==> run_1/layer_met2.png <==
Bar = 20 microns.
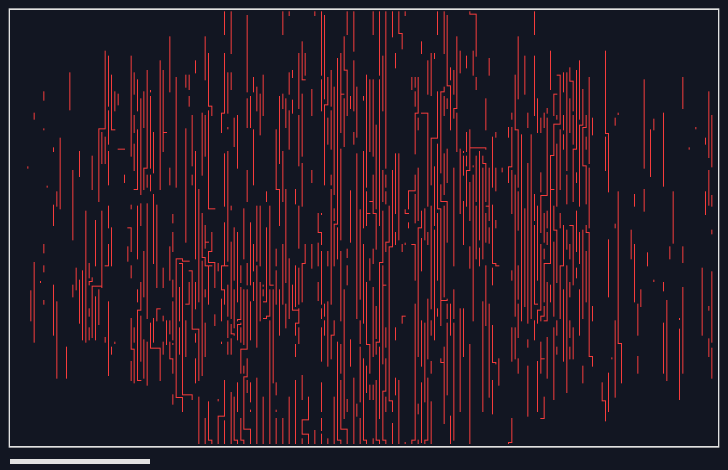
==> run_1/layer_met3.png <==
Bar = 20 microns.
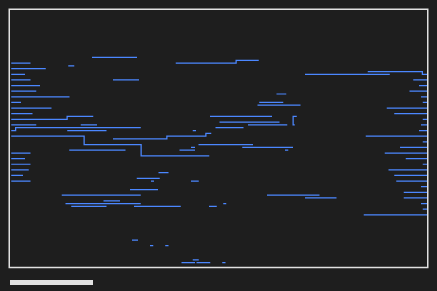
==> run_1/layer_met4.png <==
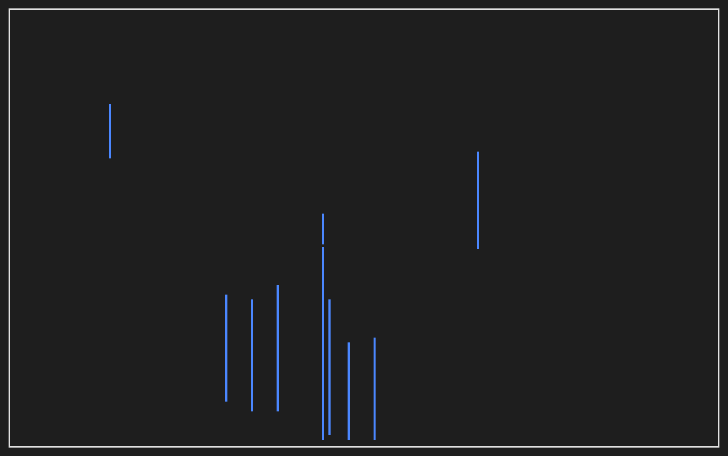
==> run_1/clocks.png <==
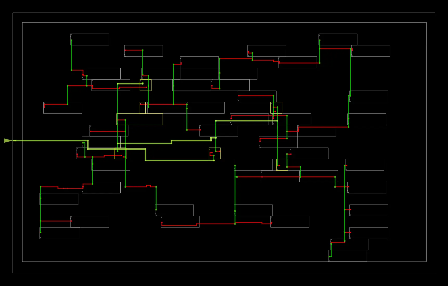
--- src/rtl/alu_pkg.sv ---
// alu_pkg: shared op and state encodings for the sequential shift/rotate unit
package alu_pkg;
  localparam logic [2:0] SHR  = 3'b000;
  localparam logic [2:0] SHRA = 3'b001;
  localparam logic [2:0] SHL  = 3'b010;
  localparam logic [2:0] ROR  = 3'b011;
  localparam logic [2:0] ROL  = 3'b100;
  typedef enum logic [1:0] {IDLE = 2'd0, SHIFT = 2'd1, DONE = 2'd2} state_t;
endpackage

--- src/rtl/shift_step.sv ---
// shift_step: combinational shift/rotate of value by k positions (k may equal WIDTH)
module shift_step import alu_pkg::*; #(
  parameter int WIDTH = 32,
  parameter int KW    = 6
) (
  input  logic [WIDTH-1:0] value,
  input  logic [2:0]       op,
  input  logic [KW-1:0]    k,
  input  logic             fill,
  output logic [WIDTH-1:0] res
);
  logic [2*WIDTH-1:0] rdbl, ldbl;
  // double-width windows let a full-width shift drain cleanly into the fill
  always_comb begin
    rdbl = (op == ROR ? {value, value} : {{WIDTH{fill}}, value}) >> k;
    ldbl = (op == ROL ? {value, value} : {value, {WIDTH{1'b0}}}) << k;
    res  = (op == SHL || op == ROL) ? ldbl[2*WIDTH-1:WIDTH] : rdbl[WIDTH-1:0];
  end
endmodule

--- src/rtl/alu_shift_seq.sv ---
// alu_shift_seq: multi-cycle shift/rotate unit with start/busy/done handshake
module alu_shift_seq import alu_pkg::*; #(
  parameter int WIDTH = 32,
  parameter int STEP  = 1,
  parameter int CNT_W = $clog2(WIDTH) + 1
) (
  input  logic             clock,
  input  logic             clear,
  input  logic             start,
  input  logic [2:0]       op,
  input  logic [WIDTH-1:0] a,
  input  logic [31:0]      shamt,
  output logic             busy,
  output logic             done,
  output logic [WIDTH-1:0] result
);
  localparam int LW = $clog2(WIDTH);
  state_t state, state_n;
  logic [CNT_W-1:0] rem, n, k;
  logic [2:0] op_q;
  logic sign, accept, is_shift, is_rot;
  logic [WIDTH-1:0] stepped;
  always_comb begin
    is_shift = op == SHR || op == SHRA || op == SHL;
    is_rot   = op == ROR || op == ROL;
    n        = is_shift ? (shamt >= 32'(WIDTH) ? CNT_W'(WIDTH) : CNT_W'(shamt)) :
               is_rot   ? CNT_W'(shamt[LW-1:0]) : '0;
    k        = rem > CNT_W'(STEP) ? CNT_W'(STEP) : rem;
    accept   = start && state != SHIFT;
    state_n  = accept            ? (n != '0 ? SHIFT : DONE) :
               state == SHIFT    ? (rem == k ? DONE : SHIFT) :
               state == DONE     ? IDLE : state;
  end
  always_ff @(posedge clock or posedge clear) begin
    if (clear) begin
      state  <= IDLE;
      rem    <= '0;
      op_q   <= '0;
      sign   <= 1'b0;
      result <= '0;
      busy   <= 1'b0;
      done   <= 1'b0;
    end else begin
      state <= state_n;
      busy  <= (state_n == SHIFT);
      done  <= (state_n == DONE);
      if (accept) begin
        result <= a;
        op_q   <= op;
        rem    <= n;
        sign   <= a[WIDTH-1];
      end else if (state == SHIFT) begin
        result <= stepped;
        rem    <= rem - k;
      end
    end
  end
  shift_step #(.WIDTH(WIDTH), .KW(CNT_W)) u_step (
    .value(result),
    .op(op_q),
    .k(k),
    .fill(sign && op_q == SHRA),
    .res(stepped)
  );
endmodule

--- config.mk ---
export PLATFORM = sky130hd
export DESIGN_NAME = alu_shift_seq
export DESIGN_NICKNAME = d
export VERILOG_FILES = /design/src/rtl/alu_pkg.sv /design/src/rtl/shift_step.sv /design/src/rtl/alu_shift_seq.sv
export SDC_FILE = /design/constraint.sdc
export NUM_CORES = 1
export LEC_CHECK = 0
export CORE_ASPECT_RATIO = 0.6
export CORE_MARGIN = 2
export CORE_UTILIZATION = 44
export CTS_BUF_LIST = sky130_fd_sc_hd__clkbuf_4
export CTS_CLUSTER_DIAMETER = 150
export DETAILED_ROUTE_END_ITERATION = 16
export PLACE_DENSITY = 0.87
export SLEW_MARGIN = 30
export SYNTH_ARGS = -nofsm -noshare
export SYNTH_HDL_FRONTEND = slang
export SYNTH_SLANG_ARGS = --single-unit
export TNS_END_PERCENT = 100
--- constraint.sdc ---
create_clock -name clock -period 1.75 [get_ports clock]
set_input_delay 0.2625 -clock clock [delete_from_list [all_inputs] [get_ports clock]]
set_output_delay 0.2625 -clock clock [all_outputs]
set_load 0.1 [all_outputs]
==> reports/qor.txt, run 1 <==
Status - complete, no violations
Drt via density - 5.88
R2R setup slack - 80 ps
Largest net degree at the start of global routing - 47
Root Buffer - clkbuf_4
Data required, critical path - 2030 ps
OpenROAD warnings - 26
Buffers plus inverters on the worst setup path - 0
Mux frac, synth - 0.0888
Critical path endpoint - rem[4]
Ant. Diodes - 0
Late-Pin Clk Latency - 370 ps
Layout cells sized above 1 - 0.180
Die height - 62.2 microns
Final net count - 444
Reg2reg end - rem[4]
Total CTS buffers - 5
Top Registers - result: 32 flops, rem: 6 flops, op_q: 3 flops
Reg clk slew, reported paths - 140 ps
Syn_nets - 331
GR Util met2 - 0.414
Drt first pass iters - 5
FP Util - 0.449
Post-synth EDFFs - 0
Crit. End Element - flop
Register share after synthesis - 0.464
CTS hold repair buffers - 0
Final Hold Fails - 0
RSZ-0062 raised after global routing - no
Aoi share - 0.244
Syn. warnings - 0
PortBufs - 103
H-tree depth - 2
GR peak layer - met2
Critical path, cell by cell - nor3_4 -> nand2_1 -> nand2_1 -> ha_1 -> or4_1 -> o211ai_1
Final worst slack - 83.1 ps
First-pass GRT wire length - 12.9 mm
Slowest stage delay, CP - 520 ps
CTS Sinks - 46
XORs/XNORs by Area - 0.00353
Async S/R FF share, synth - 1.00
Chip area line of the yosys report - 2480 sq um
Final setup viols - 0
# placed instances - 435
#FFs+latches synth - 46
Post-Layout Cell Count - 442
Worst Hold Margin - 229 ps
Comb area leader - AND-OR/OR-AND gates
CP arrival - 1950 ps
Final Cell Area - 4100 sq um
Mapped cell area - 2480 sq um
Worst setup path start - rem[3]
DRT iter0 DRCs - 179
Finished Core Util - 0.744
DR WL met2 - 3.86 mm
Met1 wire length - 3.35 mm
Adder-cell share of the synthesized area - 0.00505
DR WL/cell - 18.1 microns
Row cnt - 21
Ports - 104
Pre-CTS setup slack - -217 ps
Drc violations - 0
CP max FO - 4
Core footprint - 5520 sq um
Top_reg_cell synth - dfrtp_1
Post-Synthesis Cells - 260
Most used cell, CP - nand2_1
Final ANT Viol Nets - 0
Placer Congestion - 0.845
Max-cap viol count - 0
Layout area overhead - 65.4%
Grt ovf - 0
GRT Resource Usage Total - 0.258
Crit start category - flop
Max Freq - 600 MHz
Max-slew headroom - 0.754
Crit path kind - flop to flop
R2r startpoint - rem[3]
CTS tree - yes
Number of global-route vias before repair - 2,632
Max Slew Vio Count - 0
Post-place instance area - 4020 sq um
Slew @ Worst Pin - 366 ps
Fin Setup TNS - 0 ps
Post-Synth Simple-Gate Area - 0.144
Worst Clk Skew - 17.6 ps
# Cells Yosys - 260
CTS resizes - 0
CP max stage cell - or4_1
Worst path depth - 6
Largest register FFs - 32
Top cell family by delay on the critical path - simple AND/OR/NAND/NOR gates
Worst R2R Path Depth - 6
Back to the opening pictures, layer_met2.png:
381 nets have wire on it. The longest straight run is 26.5 microns. The layer carries 3,860 microns of wire. The wires run mostly vertical. The layer holds 48% of the routed length.

Back to the opening pictures, layer_met3.png:
The layer holds 8.0% of the routed length. The longest straight run is 30.1 microns. The layer carries 640 microns of wire. The wires run mostly horizontal.
total number of vias: 2,601
drt total wl: 7.99 mm

Back to the opening pictures, layer_met4.png:
The layer holds 1.8% of the routed length. The wires run mostly vertical. 10 nets have wire on it. The longest straight run is 27.2 microns.

Back to the opening pictures, clocks.png:
seq_cells: 46
clkbuf count: 5

## run 1: logic make-up (layout without fill, tap and decap cells)
group,after synthesis,in the layout
flip-flops,46,46
buffers and inverters,21,134
XOR/XNOR,1,1
AND-OR/OR-AND,93,93
AND/OR/NAND/NOR,76,76
multiplexers,22,22
adder cells (fa/ha/maj),1,1
## run 1: Yosys cell counts (2+ instances only)
| cell type | n | share of area |
|---|---|---|
| dfrtp_1 | 46 | 0.46 |
| nand2_1 | 43 | 0.065 |
| a22oi_1 | 23 | 0.070 |
| mux2i_1 | 22 | 0.089 |
| o21ai_0 | 19 | 0.038 |
| o21ai_1 | 14 | 0.028 |
| o22ai_1 | 12 | 0.030 |
| a31oi_1 | 11 | 0.028 |
| nor2_1 | 11 | 0.017 |
| buf_2 | 6 | 0.012 |
| inv_1 | 6 | 0.0091 |
| nor4_1 | 6 | 0.015 |
| buf_4 | 3 | 0.0091 |
| clkbuf_2 | 3 | 0.0061 |
| nand3_1 | 3 | 0.0061 |
| a21oi_1 | 2 | 0.0040 |
| nor3_1 | 2 | 0.0040 |
| nor3b_1 | 2 | 0.0061 |
| o211ai_1 | 2 | 0.0061 |
| o21a_1 | 2 | 0.0061 |
| o221a_2 | 2 | 0.0091 |
| or4_1 | 2 | 0.0061 |
## run 1: final cells by class
class	count	area, sq um
timing repair buffer	121	1560
fill	388	1420
multi-input combinational	193	1210
sequential	46	1150
tap	69	86.3
clock buffer	5	37.5
clock inverter	2	33.8
inverter	6	22.5
--- run 2 (diff from run 1) ---
Settings changed: ABC_CLOCK_PERIOD_IN_PS from default to 1750.
==> run_2/layer_met2.png <==
Bar = 20 microns.
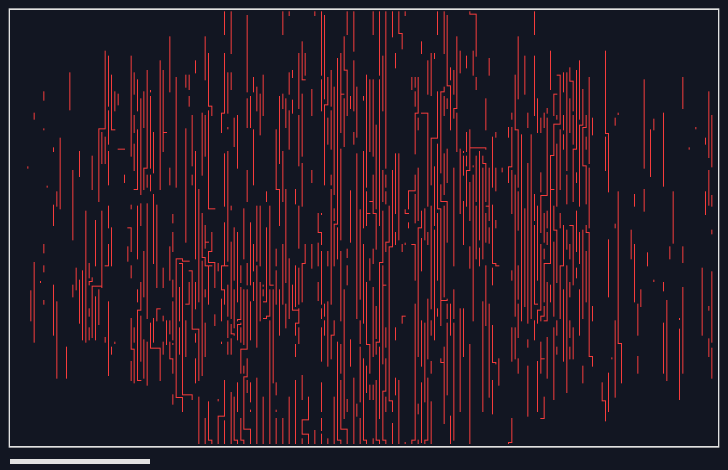
The longest straight run is 26.5 microns. The wires run mostly vertical.
GR Util met2: 0.414

==> reports/qor.txt, run 2 <==
Final Hold Fails - 0 (unchanged)
# placed instances - 435 (unchanged)
Crit path kind - flop to flop
Total CTS buffers - 5 (unchanged)
Drt total wl - 7.99 mm (unchanged)
Async S/R FF share, synth - 1.00 (unchanged)
Layout cells sized above 1 - 0.180 (unchanged)
Chip Area - 6270 sq um
Top cell area share - 0.464 (unchanged)
Drt first pass iters - 5 (unchanged)
Post-synth EDFFs - 0 (unchanged)
Max-slew headroom - 0.754 (unchanged)
DRT iter0 DRCs - 179 (unchanged)
# Cells Yosys - 260 (unchanged)
Max Freq - 600 MHz (unchanged)
GR peak layer - met2
Ports - 104 (unchanged)
Buffers plus inverters on the worst setup path - 0 (unchanged)
CTS Sinks - 46 (unchanged)
Hold Crit Class - input port to asynchronous set/reset pin
H-tree depth - 2 (unchanged)
Status - complete, no violations
Grt ovf - 0 (unchanged)
Fin crit period - 1670 ps
GRT Resource Usage Total - 0.258 (unchanged)
Most used cell, CP - nand2_1
Drt via density - 5.88 (unchanged)
DR WL/cell - 18.1 microns (unchanged)
Biggest register - result
Register share after synthesis - 0.464 (unchanged)
Row cnt - 21 (unchanged)
#FFs+latches synth - 46 (unchanged)
Data required, critical path - 2030 ps (about the same)
Late-Pin Clk Latency - 370 ps (about the same)
Largest net degree at the start of global routing - 47 (unchanged)
CP max FO - 4 (unchanged)
Dpl hpwl - 6.07 mm
CP max stage cell - or4_1
Post-CTS Setup Inserts - 0
Top cells by area - dfrtp_1 (46%), mux2i_1 (8.9%), a22oi_1 (7.0%), nand2_1 (6.5%), o21ai_0 (3.8%)
PortBufs - 103 (unchanged)
Die height - 62.2 microns (unchanged)
GR met1 Demand/Resource - 0.350
Post-Layout Cell Count - 442 (unchanged)
Commonest cells in the netlist - dfrtp_1 (46), nand2_1 (43), a22oi_1 (23), mux2i_1 (22), o21ai_0 (19)
Largest register FFs - 32 (unchanged)
Chip area line of the yosys report - 2480 sq um (unchanged)
Initial antenna violation count - 0
Layout area overhead - 65.4% (unchanged)
Final net count - 444 (unchanged)
Syn_nets - 331 (unchanged)
Post-Synthesis Cells - 260 (unchanged)
Unique cell types - 40
CTS hold repair buffers - 0 (unchanged)
Cycle use final - 0.953
Total number of vias - 2,601 (unchanged)
Placer Congestion - 0.845 (unchanged)
Final Cell Area - 4100 sq um (unchanged)
Slowest stage delay, CP - 520 ps (about the same)
Critical path, cell by cell - nor3_4 -> nand2_1 -> nand2_1 -> ha_1 -> or4_1 -> o211ai_1
Slew @ Worst Pin - 366 ps (unchanged)
Crit start category - flop
RSZ-0062 raised after global routing - no
CP arrival - 1950 ps (about the same)
Top cell family by delay on the critical path - simple AND/OR/NAND/NOR gates
Top_reg_cell synth - dfrtp_1
CTS max path bufs - 2
Syn Area/Cell - 9.54 sq um
Final setup viols - 0 (unchanged)
Number of global-route vias before repair - 2,632 (unchanged)
FP Util - 0.449 (unchanged)
OpenROAD warnings - 26 (unchanged)
Fill cells - 388 (unchanged)
Most frequent cells in the layout - clkdlybuf4s50_1 (69), dfrtp_1 (45), nand2_1 (43), buf_12 (38), a22oi_1 (23)
First-pass GRT wire length - 12.9 mm (unchanged)
Crit. End Element - flop
Core footprint - 5520 sq um (unchanged)
Syn. warnings - 0 (unchanged)
CTS tree - yes
Worst Clk Skew - 17.6 ps (unchanged)
Drc violations - 0 (unchanged)
Final ANT Viol Nets - 0 (unchanged)
Die W - 101 microns
Root Buffer - clkbuf_4
Yosys top cell by area - dfrtp_1
Post-place instance area - 4020 sq um (unchanged)
Mapped cell area - 2480 sq um (unchanged)
Most common cell in the netlist - dfrtp_1
Ant. Diodes - 0 (unchanged)
Max-cap viol count - 0 (unchanged)
Max Slew Vio Count - 0 (unchanged)
Top Registers - result: 32 flops, rem: 6 flops, op_q: 3 flops
Commonest Layout Cell - clkdlybuf4s50_1
Reg clk slew, reported paths - 140 ps (about the same)
CTS resizes - 0 (unchanged)
==> run_2/layer_met3.png <==
Bar = 20 microns.
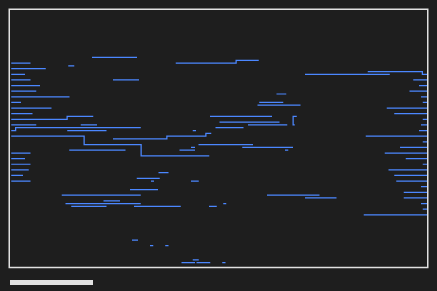
The longest straight run is 30.1 microns. The layer carries 640 microns of wire. 78 nets have wire on it.
met3 Usage GRT: 0.0642

-- run 2: cell counts in the layout (fill, tap and decap cells not counted) --
No cell type changed its count.
-- run 2: metrics by stage --
stage / setup WS (ps) / utilization / hold slack (ps) / TNS, ps
after floorplan: 234 / - / 368 / 0
after CTS: 77.4 / 0.742 / 238 / 0
after global placement: -14.9 / 0.729 / 467 / -29.4
after global routing: 16.5 / 0.744 / 268 / 0
after detailed placement: -217 / 0.729 / 511 / -1080
final: 83.1 / 0.744 / 229 / 0
-- run 2: logic make-up (layout without fill, tap and decap cells) --
kind of cell | after synthesis | count (layout) | share of synthesized area
AND-OR/OR-AND | 93 | 93 | 0.244
adder cells (fa/ha/maj) | 1 | 1 | 0.00504
XOR/XNOR | 1 | 1 | 0.00353
multiplexers | 22 | 22 | 0.0888
flip-flops | 46 | 46 | 0.464
AND/OR/NAND/NOR | 76 | 76 | 0.144
buffers and inverters | 21 | 134 | 0.0505
-- run 2: worst paths after layout --
check,start,endpoint,slack (ps),cells past startpoint
min,clear,result[3],230,3
min reg2reg,sign,sign,550,2
max,rem[3],rem[4],80,6
max reg2reg,rem[3],rem[4],80,6
max in group asynchronous,clear,rem[1],1290,3
min in group clock,a[31],sign,480,3
-- run 2: layout make-up --
class | instances | area (sq um) | share of cell area
inverter | 6 | 22.5 | 0.00549
multi-input combinational | 193 | 1210 | 0.296
tap | 69 | 86.3 | 0.0210
timing repair buffer | 121 | 1560 | 0.379
sequential | 46 | 1150 | 0.281
clock buffer | 5 | 37.5 | 0.00915
clock inverter | 2 | 33.8 | 0.00823
-- run 2: layer usage --
metal	share of wire	routed length [microns]	vias to the layer above
met1	0.42	3350	1254
met3	0.080	639	20
met5	0	0	-
met4	0.018	147	0
met2	0.48	3860	117
li1	-	-	1210
--- run 3 (diff from run 2) ---
Settings changed: TNS_END_PERCENT 100 to 20.
==> run_3/layer_met4.png <==
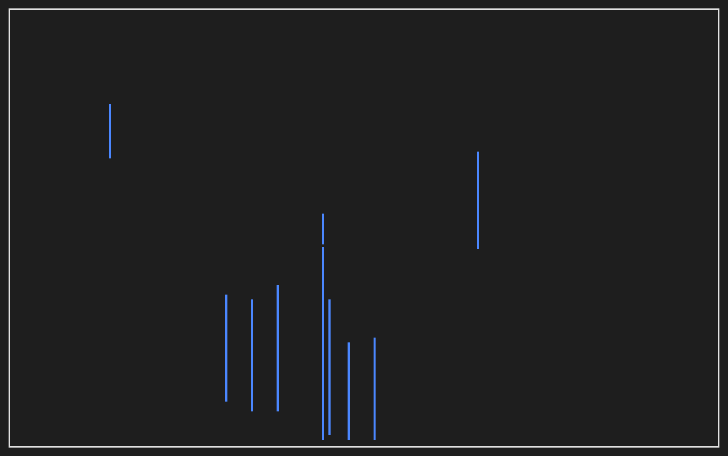
The layer holds 1.8% of the routed length. 10 nets have wire on it.

==> run_3/layer_met2.png <==
Bar = 20 microns.
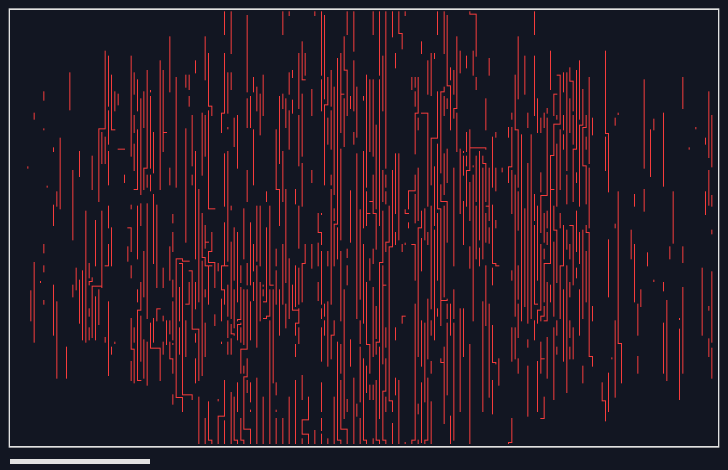
381 nets have wire on it. The longest straight run is 26.5 microns.

==> reports/qor.txt, run 3 <==
FP Util - 0.449 (unchanged)
Async S/R FF share, synth - 1.00 (unchanged)
Crit. End Element - flop
Slowest stage delay, CP - 520 ps (about the same)
Total number of vias - 2,601 (unchanged)
Max Freq - 600 MHz (unchanged)
Max Slew Vio Count - 0 (unchanged)
Late-Pin Clk Latency - 370 ps (about the same)
Slew @ Worst Pin - 366 ps (unchanged)
Post-synth EDFFs - 0 (unchanged)
GRT Resource Usage Total - 0.258 (unchanged)
First-pass GRT wire length - 12.9 mm (unchanged)
Drc violations - 0 (unchanged)
Final net count - 444 (unchanged)
Register share after synthesis - 0.464 (unchanged)
Metal3 WL - 639 microns (unchanged)
CP max stage cell - or4_1
# Cells Yosys - 260 (unchanged)
CP max FO - 4 (unchanged)
Core footprint - 5520 sq um (unchanged)
Post-CTS Setup Inserts - 0 (unchanged)
Worst Clk Skew - 17.6 ps (unchanged)
Syn. warnings - 0 (unchanged)
Pre-CTS setup slack - -217 ps (unchanged)
Worst Hold Margin - 229 ps (unchanged)
Layout cells sized above 1 - 0.180 (unchanged)
Max-cap viol count - 0 (unchanged)
CTS tree - yes
Final ANT Viol Nets - 0 (unchanged)
Yosys top cell by area - dfrtp_1
Dpl hpwl - 6.07 mm (unchanged)
Mapped cell area - 2480 sq um (unchanged)
DR top layer - met4
Data required, critical path - 2030 ps (about the same)
Commonest cells in the netlist - dfrtp_1 (46), nand2_1 (43), a22oi_1 (23), mux2i_1 (22), o21ai_0 (19)
Top cell family by delay on the critical path - simple AND/OR/NAND/NOR gates
Grt ovf - 0 (unchanged)
# placed instances - 435 (unchanged)
Fill cells - 388 (unchanged)
Top cell area share - 0.464 (unchanged)
CP arrival - 1950 ps (about the same)
Drt total wl - 7.99 mm (unchanged)
Fin crit period - 1670 ps (unchanged)
PortBufs - 103 (unchanged)
Post-place instance area - 4020 sq um (unchanged)
H-tree depth - 2 (unchanged)
Largest net degree at the start of global routing - 47 (unchanged)
Drt first pass iters - 5 (unchanged)
Initial antenna violation count - 0 (unchanged)
Commonest Layout Cell - clkdlybuf4s50_1
DRT iter0 DRCs - 179 (unchanged)
Drt via density - 5.88 (unchanged)
Syn_nets - 331 (unchanged)
Row cnt - 21 (unchanged)
OpenROAD warnings - 26 (unchanged)
Syn Area/Cell - 9.54 sq um (unchanged)
Crit path kind - flop to flop
Max-slew headroom - 0.754 (unchanged)
CTS max path bufs - 2 (unchanged)
Biggest register - result
Number of global-route vias before repair - 2,632 (unchanged)
Reg clk slew, reported paths - 140 ps (about the same)
Chip Area - 6270 sq um (unchanged)
Unique cell types - 40 (unchanged)
Status - complete, no violations
Ports - 104 (unchanged)
Post-Synthesis Cells - 260 (unchanged)
Chip area line of the yosys report - 2480 sq um (unchanged)
Top_reg_cell synth - dfrtp_1
Total CTS buffers - 5 (unchanged)
Most common cell in the netlist - dfrtp_1
Largest register FFs - 32 (unchanged)
Final worst slack - 83.1 ps (unchanged)
Top Registers - result: 32 flops, rem: 6 flops, op_q: 3 flops
Final Hold Fails - 0 (unchanged)
DR WL met2 - 3.86 mm (unchanged)
Hold Crit Class - input port to asynchronous set/reset pin
Most frequent cells in the layout - clkdlybuf4s50_1 (69), dfrtp_1 (45), nand2_1 (43), buf_12 (38), a22oi_1 (23)
Ant. Diodes - 0 (unchanged)
Critical path, cell by cell - nor3_4 -> nand2_1 -> nand2_1 -> ha_1 -> or4_1 -> o211ai_1
Top cells by area - dfrtp_1 (46%), mux2i_1 (8.9%), a22oi_1 (7.0%), nand2_1 (6.5%), o21ai_0 (3.8%)
Final Cell Area - 4100 sq um (unchanged)
Buffers plus inverters on the worst setup path - 0 (unchanged)
Die W - 101 microns (unchanged)
Met1 wire length - 3.35 mm (unchanged)
Post-Layout Cell Count - 442 (unchanged)
Final setup viols - 0 (unchanged)
CTS Sinks - 46 (unchanged)
DR WL/cell - 18.1 microns (unchanged)
#FFs+latches synth - 46 (unchanged)
Root Buffer - clkbuf_4
Most used cell, CP - nand2_1
Crit start category - flop
Placer Congestion - 0.845 (unchanged)
Cycle use final - 0.953 (unchanged)
RSZ-0062 raised after global routing - no
Layout area overhead - 65.4% (unchanged)
Die height - 62.2 microns (unchanged)
[run 3: cell counts in the layout (fill, tap and decap cells not counted)]
No cell type changed its count.
[run 3: timing repair]
action / in CTS / in global routing
hold endpoints to repair: 0 / 0
hold buffers: 0 / 0
endpoints found under the setup margin: 0 / 2
resized: 0 / 2
[run 3: layout make-up]
type / count / area [sq um] / area share
Clock inverter: 2 / 33.8 / 0.00823
Inverter: 6 / 22.5 / 0.00549
Clock buffer: 5 / 37.5 / 0.00915
Sequential cell: 46 / 1150 / 0.281
Tap cell: 69 / 86.3 / 0.0210
Multi-Input combinational cell: 193 / 1210 / 0.296
Timing Repair Buffer: 121 / 1560 / 0.379
[run 3: path summary, 6_finish.rpt]
kind / from / end / slack (ps) / cells past startpoint
worst min-delay path: clear / result[3] / 230 / 3
min in group clock: a[31] / sign / 480 / 3
worst min register to register: sign / sign / 550 / 2
max in group asynchronous: clear / rem[1] / 1290 / 3
worst max register to register: rem[3] / rem[4] / 80 / 6
worst max-delay path: rem[3] / rem[4] / 80 / 6
[run 3: layer usage]
layer / up-vias / GRT usage
li1: 1210 / -
met5: - / 0
met4: 0 / 0.0693
met1: 1254 / 0.350
met2: 117 / 0.414
met3: 20 / 0.0642
[run 3: stage by stage]
stage	setup TNS [ps]	util
floorplan	0	-
global placement	-29.4	0.729
detailed placement	-1080	0.729
CTS	0	0.742
global route	0	0.744
finish	0	0.744
[run 3: cell families (layout without fill, tap and decap cells)]
| kind of cell | count (synthesis) | after routing | share of synthesized area |
|---|---|---|---|
| fa+ha+maj | 1 | 1 | 0.00504 |
| simple gates | 76 | 76 | 0.144 |
| buf+inv | 21 | 134 | 0.0505 |
| mux | 22 | 22 | 0.0888 |
| flops | 46 | 46 | 0.464 |
| compound gates | 93 | 93 | 0.244 |
| xor+xnor | 1 | 1 | 0.00353 |
